Design edge_threshold_flat, sky130hd; sources not shown.
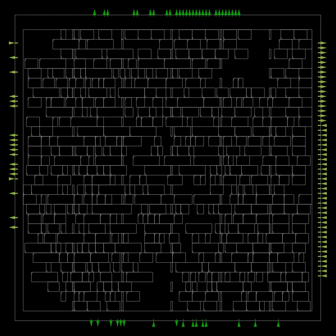
**Above:** run 1 (placement view).
Filler Cell Count: 556
Rows: 29
Seq area share: 19.6%
core area: 0.00639 mm^2

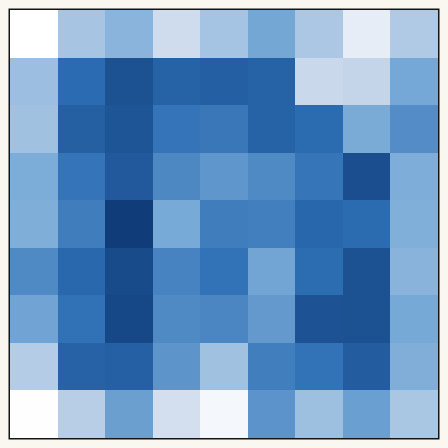
**Above:** run 1 (placement density heat map).
9 x 9 tiles, from white (low) to dark blue (high), 0 to 100% covered.
fullest tile: 95%
mean over tiles: 58%
tiles over 75% full: 30%
Final Util: 68.7%
Initial Util: 52.3%

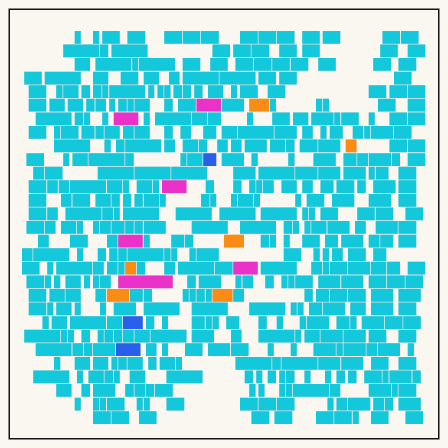
**Above:** run 1 (cell sizes after repair).
| colour | size | cells |
|---|---|---|
| orange | _2 cells | 6 |
| magenta | _6 and larger | 6 |
| blue | _3 and _4 cells | 3 |
| cyan | _0 and _1 cells | 478 |
Finished Cell Area: 0.00439 mm^2
setup ws final: 3.73 ns
Synth-to-Final Area Change: 31.5%
Buffers, non-clock: 110

==> impl_metrics.env, run 1 <==
# yosys + openroad results
export IMPL_dp_slack_ns=3.38
export IMPL_min_path_type="reg -> reg"
export IMPL_top_cells_by_count="47 x ha_1, 46 x nor2_1, 43 x dfxtp_1"
export IMPL_edf_count=0
export IMPL_drv_slew=0
export IMPL_yosysChipArea_mm2=0.00334
export IMPL_cp_required_ns=8.79
export IMPL_top_cell="ha_1"
export IMPL_grtUsageTotal_pct=21.1
export IMPL_min_period_ns=4.92
export IMPL_yosysSeqAreaShare_pct=25.8
export IMPL_yosysWarnings=0
export IMPL_setup_tns_final_ns=0
export IMPL_layout_drive_gt1_share_pct=3.04
export IMPL_fp_dieH_um=85.7
export IMPL_finalHoldViolations=0
export IMPL_slew_headroom_pct=25.2
export IMPL_drc=0
export IMPL_async_flop_share_pct=0
export IMPL_logic_area_mm2=0.00213
export IMPL_worst_r2r_path_depth=16
export IMPL_status="finished clean"
export IMPL_fin_nets=584
export IMPL_period_used_pct=56.9
export IMPL_power_mw=0.556
export IMPL_tool_warnings=33
export IMPL_syn_avg_cell_area_um2=8.06
export IMPL_cp_arrival_ns=5.06
export IMPL_grt_pass1_vias=2908
export IMPL_worst_pin_slew_ns=1.12
export IMPL_critPathLaunchType="primary input"
export IMPL_cts_hold_buf=0
export IMPL_vias=3008
export IMPL_antenna_found_initial=0
export IMPL_cts_max_level=2
export IMPL_chipWidth_um=85.7
export IMPL_cts_sinks=43
export IMPL_rsz0062_at_grt="no"
export IMPL_overflow=0
export IMPL_path_max_fanout=8
export IMPL_cap_viol_max_count=0
export IMPL_dp_cells=563
export IMPL_synth_top_area_share_pct=25.8
export IMPL_synth_largest_area_cell="dfxtp_1"
export IMPL_syn_inst=414
export IMPL_antenna_left=0
export IMPL_worstSetupPathType="in -> reg"
==> run 1: kinds of logic after synthesis <==
kind of cell	after synthesis	share of synthesized area, %
flip-flops	43	25.8
multiplexers	4	1.27
AND/OR/NAND/NOR	162	24.0
AND-OR/OR-AND	61	11.5
adder cells (fa/ha/maj)	48	18.2
buffers and inverters	63	10.5
XOR/XNOR	33	8.66
==> run 1: layout make-up <==
type | count | area share, %
clock inverters | 2 | 0.855
clock buffers | 5 | 1.57
repair buffers | 110 | 25.1
inverters | 25 | 2.14
multi-input cells | 308 | 48.5
flip-flops and latches | 43 | 19.6
well taps | 77 | 2.19
==> run 1: critical path, cell delays in order <==
cell             delay [ns]
clkdlybuf4s50_1        0.45
inv_1                  0.04
ha_1                   0.27
nand2b_1               0.14
a2111oi_0              0.74
o31ai_1                0.33
xor2_1                 0.29
ha_1                   0.18
o21ai_0                0.10
xnor2_1                0.28
ha_1                   0.29
and3_1                 0.19
o2111ai_1              0.51
nor3_1                 0.15
xnor2_1                0.17
nor2_1                 0.05
==> run 1: cell usage in the layout, fill, tap and decap left out, types with 2 or more instances in the layout <==
cell and count:
clkdlybuf4s50_1 110, o21ai_0 11, nand2_1 39, xor2_1 10, o2111ai_1 2, xnor2_1 23
o21a_1 3, a21o_1 6, o31ai_1 2, mux2i_1 2, a21oi_1 23, and3_1 8
nor2_1 46, nor4_1 5, nand4_1 5, nor3b_1 2, clkbuf_8 5, a221oi_1 2
nand3_1 13, nor3_1 11, dfxtp_1 43, nand2b_1 5, nor2b_1 4, a2111oi_0 2
or3_1 5, mux2_2 2, or2_2 2, o211ai_1 2, ha_1 47, and2_1 10
inv_1 25
==> run 1: routing by layer <==
metal / routed length (um) / vias up / global-route usage, %
met1: 3470 / 1352 / 26.0
li1: - / 1551 / -
met3: 500 / 8 / 3.85
met5: 0 / - / 0
met2: 3580 / 97 / 37.6
met4: 75 / 0 / 5.48
==> run 1: where the power goes <==
group / total, mW / leakage (nW) / internal (mW) / switching [mW]
Sequential: 0.210 / 0.348 / 0.204 / 0.00553
Combinational: 0.194 / 1.28 / 0.0960 / 0.0983
Clock: 0.152 / 0.0502 / 0.0844 / 0.0679
==> run 2, diff against run 1 <==
--- a/config.mk
+++ b/config.mk
@@ -6,7 +6,7 @@
 export NUM_CORES = 1
 export LEC_CHECK = 0
 export CORE_MARGIN = 2
-export CORE_UTILIZATION = 50
+export CORE_UTILIZATION = 47
 export CTS_CLUSTER_DIAMETER = 80
 export DETAILED_ROUTE_END_ITERATION = 10
 export PLACE_DENSITY_LB_ADDON = 0.25
==> constraint.sdc (replaced) <==
create_clock -name clk -period 5 [get_ports clk]
set_input_delay 0.5 -clock clk [delete_from_list [all_inputs] [get_ports clk]]
set_output_delay 0.5 -clock clk [all_outputs]
set_load 0.005 [all_outputs]
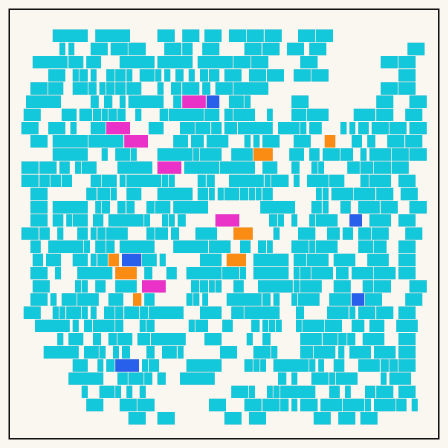
**Above:** run 2 (cell sizes after repair).
| colour | size | cells |
|---|---|---|
| orange | _2 cells | 7 |
| magenta | _6 and larger | 6 |
| cyan | _0 and _1 cells | 478 |
| blue | _3 and _4 cells | 5 |
Finished Cell Area: 0.00442 mm^2
Synth-to-Final Area Change: 32.3%
Buffers, non-clock: 113
setup ws final: 0.796 ns

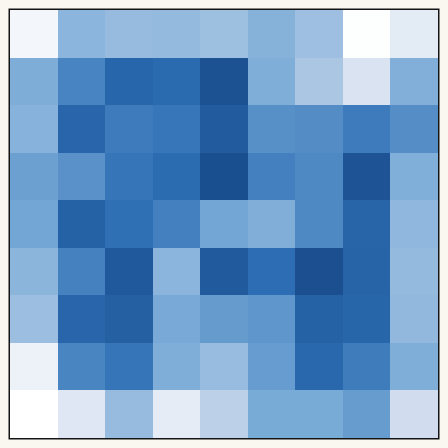
**Above:** run 2 (placement density heat map).
9 x 9 tiles, from white (low) to dark blue (high), 0 to 100% covered.
tiles over 75% full: 25%
emptiest ninth of the die: top right
fullest tile: 88%
mean over tiles: 55%
nearly empty tiles: 2.5%
Final Util: 64.7%
Initial Util: 48.9%
core area: 0.00683 mm^2

==> impl_metrics.env, run 2 <==
# yosys + openroad results
export IMPL_cp_required_ns=5.13
export IMPL_cts_max_level=2
export IMPL_cp_arrival_ns=4.33
export IMPL_overflow=0
export IMPL_grtUsageTotal_pct=19.9
export IMPL_chipWidth_um=88.3
export IMPL_status="finished clean"
export IMPL_finalHoldViolations=0
export IMPL_layout_top_cells="110 x clkdlybuf4s50_1, 47 x ha_1, 46 x nor2_1"
export IMPL_worstSetupPathType="in -> reg"
export IMPL_tool_warnings=33
export IMPL_edf_count=0
export IMPL_via_per_inst=5.15
export IMPL_top_cell="ha_1"
export IMPL_yosysChipArea_mm2=0.00334
export IMPL_final_common_cell="clkdlybuf4s50_1"
export IMPL_drv_slew=0
export IMPL_path_max_fanout=7
export IMPL_grt_pass1_vias=2915
export IMPL_synth_largest_area_cell="dfxtp_1"
export IMPL_critPathLaunchType="primary input"
export IMPL_layout_drive_gt1_share_pct=3.63
export IMPL_wl_met1_um=3510
export IMPL_drc=0
export IMPL_min_period_ns=4.20
export IMPL_wl_met3_um=428
export IMPL_rsz0062_at_grt="no"
export IMPL_setup_tns_final_ns=0
export IMPL_slew_headroom_pct=21.0
export IMPL_fp_dieH_um=88.3
export IMPL_min_path_type="reg -> reg"
export IMPL_worst_r2r_path_depth=16
export IMPL_cap_viol_max_count=0
export IMPL_cts_hold_buf=0
export IMPL_syn_avg_cell_area_um2=8.06
export IMPL_antenna_found_initial=0
export IMPL_cts_sinks=43
export IMPL_synth_top_area_share_pct=25.8
export IMPL_async_flop_share_pct=0
export IMPL_fin_nets=587
export IMPL_period_used_pct=84.1
export IMPL_vias=3048
-- run 2: cells by family after synthesis --
kind of cell,count (synthesis),share of synthesized area (%)
AOI/OAI and AO/OA,61,11.5
muxes,4,1.27
DFF,43,25.8
buffers and inverters,63,10.5
and+or+nand+nor,162,24.0
adders and majority gates,48,18.2
xor gates and xnor gates,33,8.66
-- run 2: power by group --
| part | switching, mW | internal [mW] |
|---|---|---|
| logic | 0.171 | 0.169 |
| registers | 0.00914 | 0.353 |
| clock network | 0.115 | 0.109 |
-- run 2: per-layer routing --
layer  up-vias  track usage, %
met5         -               0
met2        92            35.0
met1      1392            25.1
li1       1556               -
met4         0            5.51
met3         8            3.64
-- run 2: layout make-up --
type	count	area [um^2]
inverter	25	93.8
tap	96	120
clock buffer	6	82.6
multi-input combinational	308	2130
clock inverter	1	5.00
fill	625	2410
sequential	43	861
timing repair buffer	113	1120
-- run 2: stage by stage --
step / utilization, % / worst slack, ns / instances
final: 64.7 / 0.796 / 592
after global routing: 64.7 / 0.493 / 592
after CTS: 64.7 / 0.784 / 592
after detailed placement: 63.4 / 0.496 / 585
after global placement: 63.4 / 0.623 / 585
after floorplan: - / 1.09 / 414
-- run 2: worst max-delay path, cell delays in order --
cell and delay, ns:
clkdlybuf4s50_1 0.45, inv_1 0.04, ha_1 0.26, nand2b_1 0.10
a2111oi_0 0.10, buf_4 0.16, o31ai_1 0.61, xor2_1 0.29
ha_1 0.19, o21ai_0 0.09, xnor2_1 0.27, ha_1 0.29
nor2b_1 0.15, o2111ai_1 0.45, nor3_1 0.13, xnor2_1 0.17
nor2_1 0.06
Power is estimated from default activity; no workload was simulated.
